[src/rtl/fpga_cfg_pkg.sv]
// Shared constants and types for the tile configuration loader.
package fpga_cfg_pkg;

    // Width of one tile configuration word.
    localparam int CFG_W          = 77;
    // Bytes consumed per tile; the last byte carries the top CFG_W%8 bits plus padding.
    localparam int BYTES_PER_TILE = (CFG_W + 7) / 8;
    // Byte counter width and the width of the byte-aligned assembly buffer.
    localparam int CNT_W          = $clog2(BYTES_PER_TILE);
    localparam int ASM_W          = BYTES_PER_TILE * 8;
    // Bits of the last byte that lie beyond CFG_W and must be zero.
    localparam logic [7:0] PAD_MASK = 8'hE0;

    typedef enum logic [2:0] {
        ST_IDLE,
        ST_LOAD,
        ST_WRITE,
        ST_DONE,
        ST_ERR
    } cfg_state_t;

endpackage

[src/rtl/fpga_config_loader_assembler.sv]
// Byte assembler: counts incoming bytes, places each one into its
// little-endian slot of the configuration word and flags padding violations
// on the final byte of a tile.
module cfg_byte_assembler
    import fpga_cfg_pkg::*;
(
    input  logic             clk_i,
    input  logic             rst_ni,
    input  logic             clear_i,
    input  logic             byte_valid_i,
    input  logic [7:0]       byte_i,
    output logic [CFG_W-1:0] word_o,
    output logic             word_valid_o,
    output logic             pad_err_o
);

    logic [CNT_W-1:0] cnt_q, cnt_d;
    logic [ASM_W-1:0] asm_q, asm_d;
    logic             last_byte;

    // Next-state for the counter and the assembly buffer; word_o shows the
    // buffer including the byte being accepted so the top can latch it directly.
    always_comb begin
        asm_d     = asm_q;
        cnt_d     = cnt_q;
        last_byte = (cnt_q == CNT_W'(BYTES_PER_TILE - 1));
        if (clear_i) begin
            asm_d = '0;
            cnt_d = '0;
        end else if (byte_valid_i) begin
            for (int k = 0; k < BYTES_PER_TILE; k++) begin
                if (cnt_q == CNT_W'(k)) begin
                    asm_d[8*k +: 8] = byte_i;
                end
            end
            cnt_d = last_byte ? '0 : cnt_q + 1'b1;
        end
        word_o       = asm_d[CFG_W-1:0];
        pad_err_o    = byte_valid_i && !clear_i && last_byte && ((byte_i & PAD_MASK) != 8'h00);
        word_valid_o = byte_valid_i && !clear_i && last_byte && ((byte_i & PAD_MASK) == 8'h00);
    end

    // Counter and buffer registers; reset discards any partial word.
    always_ff @(posedge clk_i or negedge rst_ni) begin
        if (!rst_ni) begin
            cnt_q <= '0;
            asm_q <= '0;
        end else begin
            cnt_q <= cnt_d;
            asm_q <= asm_d;
        end
    end

endmodule

[src/rtl/fpga_config_loader.sv]
// Configuration loader: assembles one CFG_W-bit word per tile from a byte
// stream and writes the tiles in index order over a shared bus with a
// one-hot strobe. All outputs come from registers or decoded state.
module fpga_config_loader
    import fpga_cfg_pkg::*;
#(
    parameter  int NUM_TILES = 4,
    localparam int IDX_W     = (NUM_TILES > 1) ? $clog2(NUM_TILES) : 1
) (
    input  logic                 clk_i,
    input  logic                 rst_ni,
    input  logic                 start_i,
    input  logic [7:0]           din_i,
    input  logic                 din_valid_i,
    output logic                 din_ready_o,
    output logic [NUM_TILES-1:0] tile_wr_en_o,
    output logic [CFG_W-1:0]     bits_o,
    output logic [IDX_W-1:0]     tile_idx_o,
    output logic                 busy_o,
    output logic                 done_o,
    output logic                 error_o
);

    cfg_state_t           state_q, state_d;
    logic [IDX_W-1:0]     tile_idx_q, tile_idx_d;
    logic [CFG_W-1:0]     bits_q, bits_d;
    logic [NUM_TILES-1:0] wr_en_q, wr_en_d;

    logic             accept;
    logic             session_start;
    logic             asm_clear;
    logic [CFG_W-1:0] asm_word;
    logic             asm_word_valid;
    logic             asm_pad_err;

    assign accept        = (state_q == ST_LOAD) && din_valid_i;
    assign session_start = start_i && ((state_q == ST_IDLE) || (state_q == ST_DONE) ||
                                       (state_q == ST_ERR));
    // The byte counter restarts for every tile and for every new session.
    assign asm_clear     = session_start || (state_q == ST_WRITE);

    cfg_byte_assembler u_asm (
        .clk_i        (clk_i),
        .rst_ni       (rst_ni),
        .clear_i      (asm_clear),
        .byte_valid_i (accept),
        .byte_i       (din_i),
        .word_o       (asm_word),
        .word_valid_o (asm_word_valid),
        .pad_err_o    (asm_pad_err)
    );

    // Session sequencing; bus and strobe are registered so they are live
    // exactly during the WRITE cycle and zero otherwise.
    always_comb begin
        state_d    = state_q;
        tile_idx_d = tile_idx_q;
        bits_d     = '0;
        wr_en_d    = '0;
        case (state_q)
            ST_IDLE, ST_DONE, ST_ERR: begin
                if (start_i) begin
                    state_d    = ST_LOAD;
                    tile_idx_d = '0;
                end
            end
            ST_LOAD: begin
                if (asm_pad_err) begin
                    state_d = ST_ERR;
                end else if (asm_word_valid) begin
                    state_d = ST_WRITE;
                    bits_d  = asm_word;
                    wr_en_d = NUM_TILES'(1) << tile_idx_q;
                end
            end
            ST_WRITE: begin
                if (tile_idx_q == IDX_W'(NUM_TILES - 1)) begin
                    state_d = ST_DONE;
                end else begin
                    state_d    = ST_LOAD;
                    tile_idx_d = tile_idx_q + 1'b1;
                end
            end
            default: state_d = ST_IDLE;
        endcase
    end

    // State registers; asynchronous reset also cuts an in-flight strobe.
    always_ff @(posedge clk_i or negedge rst_ni) begin
        if (!rst_ni) begin
            state_q    <= ST_IDLE;
            tile_idx_q <= '0;
            bits_q     <= '0;
            wr_en_q    <= '0;
        end else begin
            state_q    <= state_d;
            tile_idx_q <= tile_idx_d;
            bits_q     <= bits_d;
            wr_en_q    <= wr_en_d;
        end
    end

    assign din_ready_o  = (state_q == ST_LOAD);
    assign busy_o       = (state_q == ST_LOAD) || (state_q == ST_WRITE);
    assign done_o       = (state_q == ST_DONE);
    assign error_o      = (state_q == ST_ERR);
    assign tile_idx_o   = tile_idx_q;
    assign bits_o       = bits_q;
    assign tile_wr_en_o = wr_en_q;

endmodule

[config.mk]
export PLATFORM = sky130hd
export DESIGN_NAME = fpga_config_loader
export DESIGN_NICKNAME = d
export VERILOG_FILES = /design/src/rtl/fpga_cfg_pkg.sv /design/src/rtl/fpga_config_loader_assembler.sv /design/src/rtl/fpga_config_loader.sv
export SDC_FILE = /design/constraint.sdc
export NUM_CORES = 1
export LEC_CHECK = 0
export ABC_AREA = 1
export CORE_UTILIZATION = 50
export DETAILED_ROUTE_END_ITERATION = 10
export PLACE_DENSITY_LB_ADDON = 0.3
export SYNTH_ARGS = -nofsm -noshare
export SYNTH_HDL_FRONTEND = slang
export SYNTH_SLANG_ARGS = --single-unit
[constraint.sdc]
create_clock -name clk_i -period 1.5 [get_ports clk_i]
set_clock_uncertainty 0.2 [all_clocks]
set_input_delay 0.225 -clock clk_i [delete_from_list [all_inputs] [get_ports clk_i]]
set_output_delay 0.225 -clock clk_i [all_outputs]
set_load 0.01 [all_outputs]
==> images/placement_by_type.png <==
The bar under the picture is 50 um long. Fill, decap, tap and diode cells in gray.
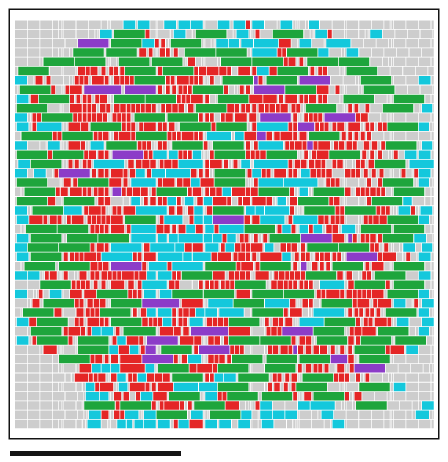
legend:
  clock drivers and dummy loads:
    color: purple
    cells: 30
  sequential cells:
    color: green
    cells: 167
  combinational and other logic:
    color: red
    cells: 759
  remaining buffers and delay cells:
    color: cyan
    cells: 206

==> images/wires.png <==
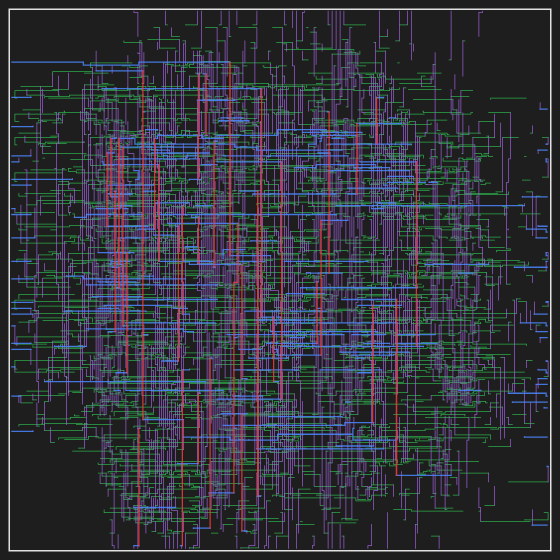
legend:
  metal 1:
    color: green
    wire_length: 8750 um
  metal 3:
    color: blue
    wire_length: 1870 um
  metal 4:
    color: red
    wire_length: 1130 um
  metal 2:
    color: purple
    wire_length: 11000 um

==> images/placement.png <==
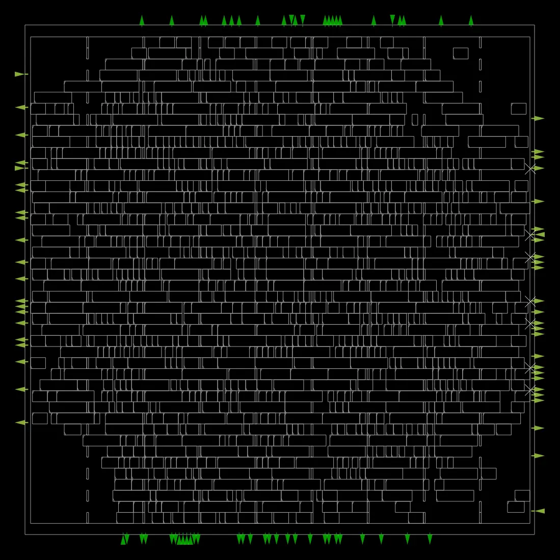
core footprint: 14700 sq um
Seq/total area: 0.375

==> images/layer_met1.png <==
Supply wires on this layer in gray.
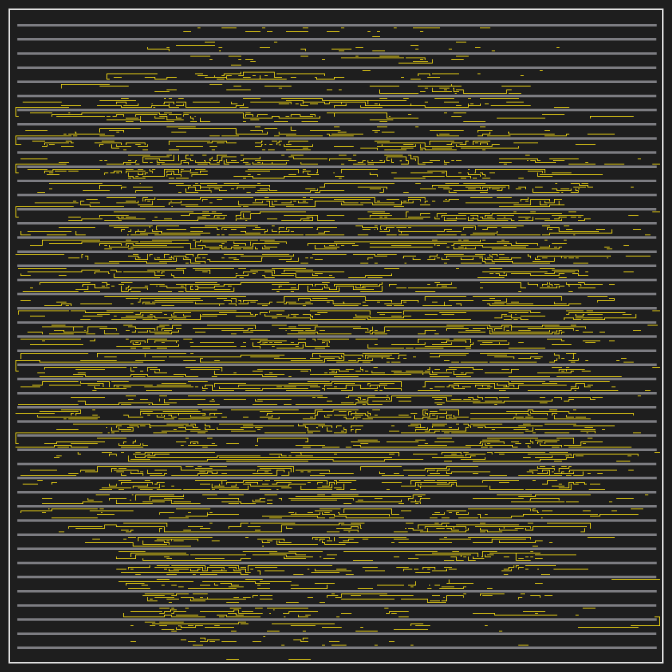
wire length on this layer: 8750 um
longest straight run: 33.1 um
nets with wire on the layer: 1072
main direction: horizontal

==> images/metal_density.png <==
25 x 25 tiles, from black (low) to pale yellow (high), scaled to the fullest tile. Values are wire area over tile area, all layers added.
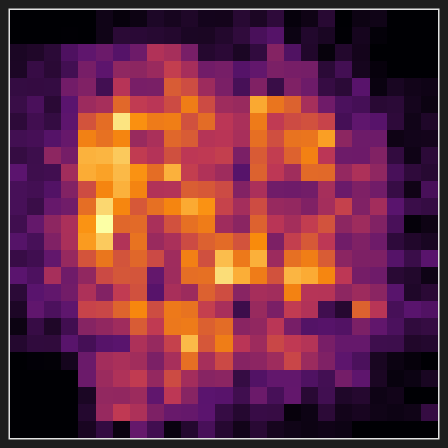
nearly empty tiles: 9.6%
mean over tiles: 0.24
tiles over half the peak: 24%
emptiest ninth of the die: upper right
densest ninth of the die: center

==> metrics.cfg <==
[synthesis]
netlist_area_sq_um=7600
adder_share=0.00658
top_area_frac=0.550
ff_type=dfrtp_1
synth.yosys.warnings=0

[worst_setup_path]
cp_max_fo=16
crit_required_ns=1.62
rr_worst_depth=8

[power]
seqPwrFrac=0.286
total_power_mw=19.5
pwr-share-clk=0.229
seq-power_mw=5.58
ir_drop_v=0.00116
power.internal_mw=11.7
switching_power_mw=7.84

[die]
chip_area_sq_um=15700
die_w_um=125

[run_status]
status=finished with violations
violations=DRC, setup timing

[route]
drc=7
drtAntennaViolNets=0
wl_per_cell_um=16.9

[layout]
final_nets=1167
sh_comb_area=0.277
antenna_cells=0
areaGrowthSynthToFinish_pct=46.5
n_fill_cell=933

[sta]
setup_viol=172
max-slew-margin-rel=0.772
rsz0062_at_grt=true
setup_ws_ns=-0.476
fmax_mhz=506

[grt]
use_met3=0.0565
grt_util_all_layers=0.255
grtUsageMet1=0.327
grtUsageMet2=0.416

[cts]
cts.sink_count=167
htree_num_levels=4
cts_root_buf=clkbuf_16
cts_resized=228
cts-hold-fix-buffers=1

Power figures rest on the tool's default switching activity, not on a simulated workload.
